### src/rtl/fetch_queue.sv
// fetch_queue: IF stage that owns the PC and buffers fetched instructions in a
// DEPTH-entry circular queue of {inst, PC, PC+4}, decoupling fetch from ID stalls.
// A redirect flushes the queue and reloads the PC.
// Optional feature: define FETCHQ_BYPASS_EN to forward imem data straight to ID
// when the queue is empty (adds an imem->ID combinational path).
module fetch_queue #(
   parameter int unsigned     XLEN     = 32,
   parameter int unsigned     DEPTH    = 4,
   parameter logic [XLEN-1:0] RESET_PC = 32'h1_0000,
   parameter logic [31:0]     NOP_INST = 32'h13
) (
   input  logic                       clk,
   input  logic                       reset,
   output logic [XLEN-1:0]            o_PC,
   input  logic [31:0]                i_inst,
   input  logic                       i_redirect,
   input  logic [XLEN-1:0]            i_redirectPC,
   input  logic                       i_deqReady,
   output logic                       o_valid,
   output logic [31:0]                o_inst,
   output logic [XLEN-1:0]            o_instPC,
   output logic [XLEN-1:0]            o_instPCPlus4,
   output logic [$clog2(DEPTH):0]     o_count
);

   localparam int unsigned AW = $clog2(DEPTH);
   localparam int unsigned CW = AW + 1;

   logic [31:0]     mem_inst [DEPTH];
   logic [XLEN-1:0] mem_pc   [DEPTH];
   logic [XLEN-1:0] mem_pc4  [DEPTH];

   logic [XLEN-1:0] pc_q;
   logic [AW-1:0]   head_q, tail_q;
   logic [CW-1:0]   count_q;

   logic [XLEN-1:0] pc_plus4;
   logic            empty, full;
   logic            bypass_act;
   logic            deq, enq;
   logic            wr, pop;

   assign pc_plus4 = pc_q + XLEN'(4);
   assign empty    = (count_q == '0);
   assign full     = (count_q == CW'(DEPTH));

`ifdef FETCHQ_BYPASS_EN
   assign bypass_act = empty & ~i_redirect;
`else
   assign bypass_act = 1'b0;
`endif

   assign deq = o_valid & i_deqReady & ~i_redirect;
   assign enq = ~i_redirect & (~full | deq);
   // A bypassed instruction taken by ID the same cycle never touches storage.
   assign wr  = enq & ~(bypass_act & i_deqReady);
   assign pop = deq & ~empty;

   // Head presentation: stored entry, bypassed imem data, or NOP when nothing valid.
   always_comb begin
      o_valid       = ~empty | bypass_act;
      o_inst        = NOP_INST;
      o_instPC      = '0;
      o_instPCPlus4 = '0;
      if (bypass_act) begin
         o_inst        = i_inst;
         o_instPC      = pc_q;
         o_instPCPlus4 = pc_plus4;
      end else if (!empty) begin
         o_inst        = mem_inst[head_q];
         o_instPC      = mem_pc[head_q];
         o_instPCPlus4 = mem_pc4[head_q];
      end
   end

   assign o_PC    = pc_q;
   assign o_count = count_q;

   // Queue storage: payload needs no reset, validity comes from count.
   always_ff @(posedge clk) begin
      if (wr) begin
         mem_inst[tail_q] <= i_inst;
         mem_pc[tail_q]   <= pc_q;
         mem_pc4[tail_q]  <= pc_plus4;
      end
   end

   // PC, pointers and occupancy; redirect overrides everything and empties the queue.
   always_ff @(posedge clk or posedge reset) begin
      if (reset) begin
         pc_q    <= RESET_PC;
         head_q  <= '0;
         tail_q  <= '0;
         count_q <= '0;
      end else if (i_redirect) begin
         pc_q    <= i_redirectPC;
         head_q  <= tail_q;
         count_q <= '0;
      end else begin
         if (enq) pc_q <= pc_plus4;
         if (wr)  tail_q <= tail_q + AW'(1);
         if (pop) head_q <= head_q + AW'(1);
         if (wr && !pop)      count_q <= count_q + CW'(1);
         else if (pop && !wr) count_q <= count_q - CW'(1);
      end
   end

endmodule

### config.mk
export PLATFORM = sky130hd
export DESIGN_NAME = fetch_queue
export DESIGN_NICKNAME = d
export VERILOG_FILES = /design/src/rtl/fetch_queue.sv
export SDC_FILE = /design/constraint.sdc
export NUM_CORES = 1
export LEC_CHECK = 0
export CAP_MARGIN = 20
export CELL_PAD_IN_SITES_DETAIL_PLACEMENT = 2
export CELL_PAD_IN_SITES_GLOBAL_PLACEMENT = 2
export CORE_AREA = 2 2 154 268
export CTS_BUF_LIST = sky130_fd_sc_hd__clkbuf_2
export DETAILED_ROUTE_END_ITERATION = 10
export DIE_AREA = 0 0 156 270
export PLACE_DENSITY = 0.85
export SLEW_MARGIN = 10
export SYNTH_ARGS = -nofsm -noshare
export SYNTH_HDL_FRONTEND = slang
export SYNTH_SLANG_ARGS = --single-unit
### constraint.sdc
create_clock -name clk -period 4.3 [get_ports clk]
set_input_delay 1.075 -clock clk [delete_from_list [all_inputs] [get_ports clk]]
set_output_delay 1.075 -clock clk [all_outputs]
set_load 0.02 [all_outputs]
==> flow_summary_export.csv, run 1 <==
group,metric,value,unit
worst_setup_path,path_common_cell,"sky130_fd_sc_hd__buf_4",
layout,logic_area,4389,µm²
detailed_routing,wl_per_cell,29.87,µm
global_routing,grt_first_pass_wirelength,77000,µm
global_routing,first_global_vias,11230,
worst_setup_path,timing.critical_path.slowest_stage_cell,"sky130_fd_sc_hd__mux4_2",
layout,layout_top_cell_excl_fill_tap,"sky130_fd_sc_hd__edfxtp_1",
synth,ys_seq_share,72.44,%
worst_setup_path,path_class,"reg2out",
global_routing,global_route_usage_sum,25.13,%
synth,netlist.top_cell.by_area,"sky130_fd_sc_hd__edfxtp_1",
global_routing,grt_max_degree,64,
synth,synthTopCellsByCount,"sky130_fd_sc_hd__edfxtp_1, sky130_fd_sc_hd__and2_1, sky130_fd_sc_hd__mux4_2",
clock_network,clkTransAtPathRegs,150,ps
synth,synth_chip_area,16930,µm²
synth,ys_top_cells_by_area,"sky130_fd_sc_hd__edfxtp_1, sky130_fd_sc_hd__mux4_2, sky130_fd_sc_hd__dfrtp_1",
layout,seq_area,12280,µm²
layout,final_layout_clock_cell_area_share,3.665,%
power_and_ir_drop,power_density,666.8,nW/µm²
layout,num-nonclk-inverters,11,
layout,most-common-layout-cells,"sky130_fd_sc_hd__edfxtp_1, sky130_fd_sc_hd__clkbuf_2, sky130_fd_sc_hd__clkdlybuf4s50_1",
timing,setup_repair_after_global_routing_missed_its_margin,"true",
layout,antenna_cells,3,
worst_setup_path,worstPathMaxFanout,15,
worst_setup_path,cp_num_cells,6,
power_and_ir_drop,total_power,13.73,mW
hold_path,hold_path_class,"in2async",
layout,final_cell_count_no_fill,1760,
layout,comb_area_share,21.32,%
worst_setup_path,cp.arrival,3160,ps
floorplanning,core-area,39930,µm²
placed_design,dp_slack,421.6,ps
run_status,outcome,"finished, final reports clean",
clock_network,tritoncts,"built",
worst_setup_path,reg2reg_slack,920,ps
floorplanning,rows,97,
synth,syn_avg_cell_area,18.15,µm²
timing,hold_viol_final,0,
synth,ys.warnings.count,0,
worst_setup_path,cp_num_buf_inv,4,
timing,whs,582.2,ps
placed_design,placedInstanceArea,19510,µm²
worst_setup_path,critical_path.endpoint,"o_instPC[5]",
layout,syn2layout_area_growth,21.54,%
clock_network,holdBufCountCts,0,
clock_network,worstSkewPairLatency,1040,ps
power_and_ir_drop,leakagePower,7.388,nW
synth,top_area_share,66.67,%
layout,count_of_filler_cells_inserted_in_the_layout,3576,
clock_network,cts_root_buffer,"sky130_fd_sc_hd__clkbuf_2",
timing,timing.final.crit_share,98.54,%
layout,fin_nets,1273,
synth,largest_logic_family,"multiplexers",
synth,postSynthCellCount,933,
synth,synth_flop_count,415,
clock_network,clkSinkCount,415,
synth,asyncSetResetFlopFracSynth,9.398,%
timing,tightestPinTransition,1101,ps
run,maxCapViolCount,0,
placed_design,place.detailed.hpwl,32850,µm
detailed_routing,detailroute.via_count,9999,
detailed_routing,viasPerCell,5.681,
timing,tns,0,ps
synth,synth-main-ff-cell,"sky130_fd_sc_hd__edfxtp_1",
worst_setup_path,path_delay_family,"buffers and inverters",
floorplanning,initial_utilization,42.41,%
worst_setup_path,slowest_delay,560,ps
clock_network,htree_levels,3,
layout,layout.non_clock_buffers,237,
run,stage_log_warnings,31,
clock_network,number_of_buffers_between_clock_root_and_the_deepest_sink,3,
timing,slew-limit-headroom,25.98,%
synth,count_of_flip_flops_with_a_built_in_enable_after_synthesis,376,
layout,logic_gates,443,
synth,fp_nets,1007,
worst_setup_path,critPathLaunch,"head_q[0]$_DFFE_PP0P_",
synth,synth_xor_xnor_area_share,2.172,%
global_routing,grt.overflow.total,0,
layout,postLayoutCellArea,20580,µm²
synth,synthMuxAreaShare,12.76,%
timing,postLayoutSetupSlackWorst,62.59,ps
synth,yosys_cells,933,
synth,post-synth-top-count-cell,"sky130_fd_sc_hd__edfxtp_1",
power_and_ir_drop,vdd_drop_max,242.4,µV
worst_setup_path,worstPathRequired,3220,ps
detailed_routing,drt_wl_total,52560,µm
synth,synth.cellmix.adderShare,0.4876,%
detailed_routing,number_of_iterations_in_the_first_detailed_routing_pass,5,
floorplanning,n_tap_cell,495,
layout,final_core_util,51.55,%
==> run 1: repair_timing <==
item	in CTS	in global routing
cloned	3	0
resized	58	33
setup buffers	14	2
pin swaps	0	1
setup endpoints to repair	97	40
==> run 1: layer usage <==
metal | share of wire (%) | global-route usage [%]
met3 | 4.5 | 4.445
met4 | 2.9 | 9.029
met2 | 55 | 45.48
met5 | 0 | 0
met1 | 37 | 29.76
==> run 1: flip-flops by register name (all words and copies together) (netlist names) <==
register / count
o_PC: 32
mem_pc: 126
mem_pc4: 122
mem_inst: 128
tail_q: 2
o_count: 3
head_q: 2
==> run 1: where the power goes <==
group          switching, mW  leakage [nW]  internal, mW
registers              0.403          3.90          5.29
clock network           1.59         0.599         0.815
logic                   3.10          2.89          2.53
total                   5.09          7.39          8.63
Fig. 1: run 1, clock distribution
The bar under the picture is 50 µm long.
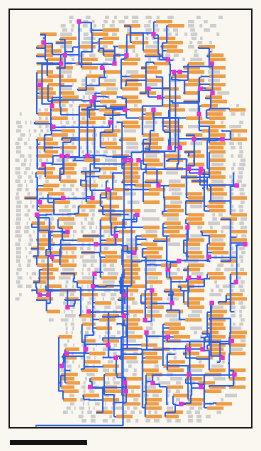
[magenta] cells driving clock nets | count: 91
[orange] flip-flops | count: 415
[blue] clock wires | length: 6150 µm
routed clock nets	92

Fig. 2: run 1, zoomed window
Window x 102 to 132, y 52 to 82 µm. Cells in gray, sequential cells in the stronger gray; small squares are vias.
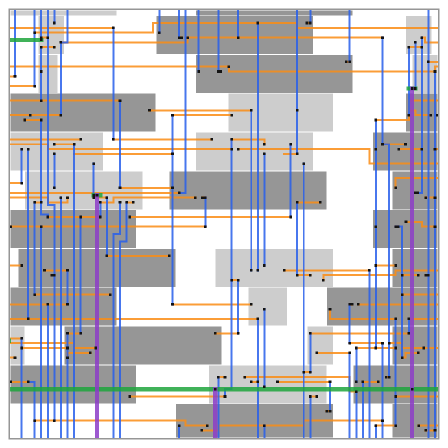
color	layer
green	met3
orange	met1
purple	met4
blue	met2
netlist names of flops here include	`mem_inst` (6), `mem_pc4` (4), `mem_pc` (2)
most frequent	edfxtp_1 (12), mux4_2 (5), clkbuf_2 (4)
cells with their middle in the window	24
sequential cells in the window	12

Fig. 3: run 1, the clock network
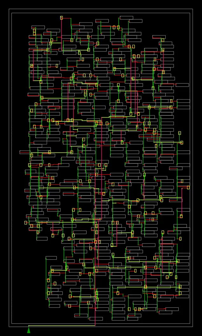
power attributed to the clock group: 2.41 mW
tally of clock buffers in the finished layout: 133
worst clock skew on the final layout: 95.20 ps
final sequential cell count: 415

## Run 2: what changed since run 1
CORE_AREA = 2 2 144 251   (was 2 2 154 268)
DIE_AREA = 0 0 146 253   (was 0 0 156 270)
DONT_BUFFER_PORTS = 1   (was not set)
==> flow_summary_export.csv, run 2 <==
group,metric,value,unit
layout,top_regs,"mem_inst (128), mem_pc (126), mem_pc4 (122)",
floorplanning,initial_utilization,48.29,%
worst_setup_path,cp.arrival,3000,ps
layout,final_cell_count_no_fill,1531,
detailed_routing,wl_per_cell,31.06,µm
synth,yosys_cells,933,
global_routing,global_route_usage_sum,26.05,%
synth,top_area_share,66.67,%
layout,largest_register_ffs,128,
timing,timing.final.crit_share,94.88,%
placed_design,placedInstanceArea,17470,µm²
timing,clock-skew-final,50.85,ps
clock_network,tritoncts,"built",
synth,syn_avg_cell_area,18.15,µm²
global_routing,first_global_vias,10250,
run,stage_log_warnings,32,
clock_network,htree_levels,3,
layout,fin_nets,1060,
detailed_routing,viasPerCell,5.963,
global_routing,grt.busiest_layer,"met2",
power_and_ir_drop,total_power,12.36,mW
global_routing,groute.layer.met1.usage,29.49,%
clock_network,holdBufCountCts,1,
synth,fp_nets,1007,
worst_setup_path,reg2reg_slack,950,ps
timing,hold_viol_final,0,
clock_network,buffer_count_from_post_cts_setup_fixing,0,
timing,tightestPinTransition,1085,ps
clock_network,clkTransAtPathRegs,120,ps
hold_path,hold_path_class,"in2reg",
detailed_routing,detailroute.via_count,9129,
global_routing,globalRouteMet2Util,46.89,%
worst_setup_path,cp_num_cells,3,
layout,layout_top_cell_excl_fill_tap,"sky130_fd_sc_hd__edfxtp_1",
worst_setup_path,cp_num_buf_inv,1,
timing,whs,149.4,ps
detailed_routing,wirelength_met1,17180,µm
worst_setup_path,worstPathRequired,3220,ps
global_routing,grt.overflow.total,0,
power_and_ir_drop,power_density,672.8,nW/µm²
synth,post-synth-top-count-cell,"sky130_fd_sc_hd__edfxtp_1",
synth,ys.warnings.count,0,
global_routing,globalRouteMet3Util,5.838,%
layout,syn2layout_area_growth,8.467,%
synth,netlist.top_cell.by_area,"sky130_fd_sc_hd__edfxtp_1",
global_routing,grt_max_degree,69,
timing,postLayoutSetupSlackWorst,220.1,ps
detailed_routing,routed-wl-met2,26430,µm
synth,synth_chip_area,16930,µm²
synth,largest_logic_family,"multiplexers",
synth,postSynthCellCount,933,
timing,slew-limit-headroom,27.65,%
run_status,outcome,"finished, final reports clean",
worst_setup_path,path_class,"reg2out",
layout,registers.top_by_ff_count,"mem_inst",
detailed_routing,top_signal_layer_used,"met4",
timing,setup_repair_after_global_routing_missed_its_margin,"false",
synth,ys_top_cells_by_area,"sky130_fd_sc_hd__edfxtp_1, sky130_fd_sc_hd__mux4_2, sky130_fd_sc_hd__dfrtp_1",
run,maxCapViolCount,0,
clock_network,cts_root_buffer,"sky130_fd_sc_hd__clkbuf_2",
layout,postLayoutCellArea,18370,µm²
detailed_routing,wl_met3,2622,µm
synth,asyncSetResetFlopFracSynth,9.398,%
floorplanning,core-area,35070,µm²
synth,synthTopCellsByCount,"sky130_fd_sc_hd__edfxtp_1, sky130_fd_sc_hd__and2_1, sky130_fd_sc_hd__mux4_2",
synth,synth_xor_xnor_area_share,2.172,%
synth,ys_seq_share,72.44,%
worst_setup_path,timing.critical_path.slowest_stage_cell,"sky130_fd_sc_hd__dfrtp_4",
[run 2: cell counts after synthesis]
Identical to the previous run, type by type.
[run 2: where the power goes]
part	internal [mW]	leakage, nW	switching, mW
combinational	1.43	1.46	2.59
clock	0.914	0.664	1.61
sequential	5.29	3.90	0.529
total	7.63	6.03	4.73
[run 2: layout make-up]
class	count	area, µm²
Sequential cell	415	12280
Timing Repair Buffer	21	222.7
Inverter	11	43.79
Antenna cell	2	5.005
Tap cell	465	581.8
Clock inverter	39	181.4
Fill cell	3116	16700
Multi-Input combinational cell	443	4383
Clock buffer	135	675.6
Fig. 4: run 2, clock distribution
The bar under the picture is 50 µm long.
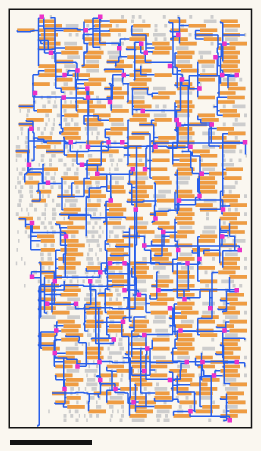
[blue] clock wires | length: 5980 µm
[magenta] cells driving clock nets | count: 94
[orange] flip-flops | count: 415
routed clock nets	95

Fig. 5: run 2, the clock network
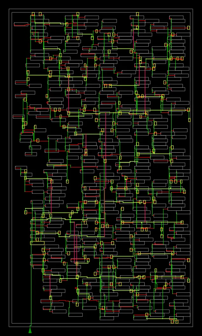
total number of clock tree sinks: 415
clk latency late pin: 1010 ps
power attributed to the clock group: 2.52 mW

No activity file was given, so power comes from the tool's default toggle rates.
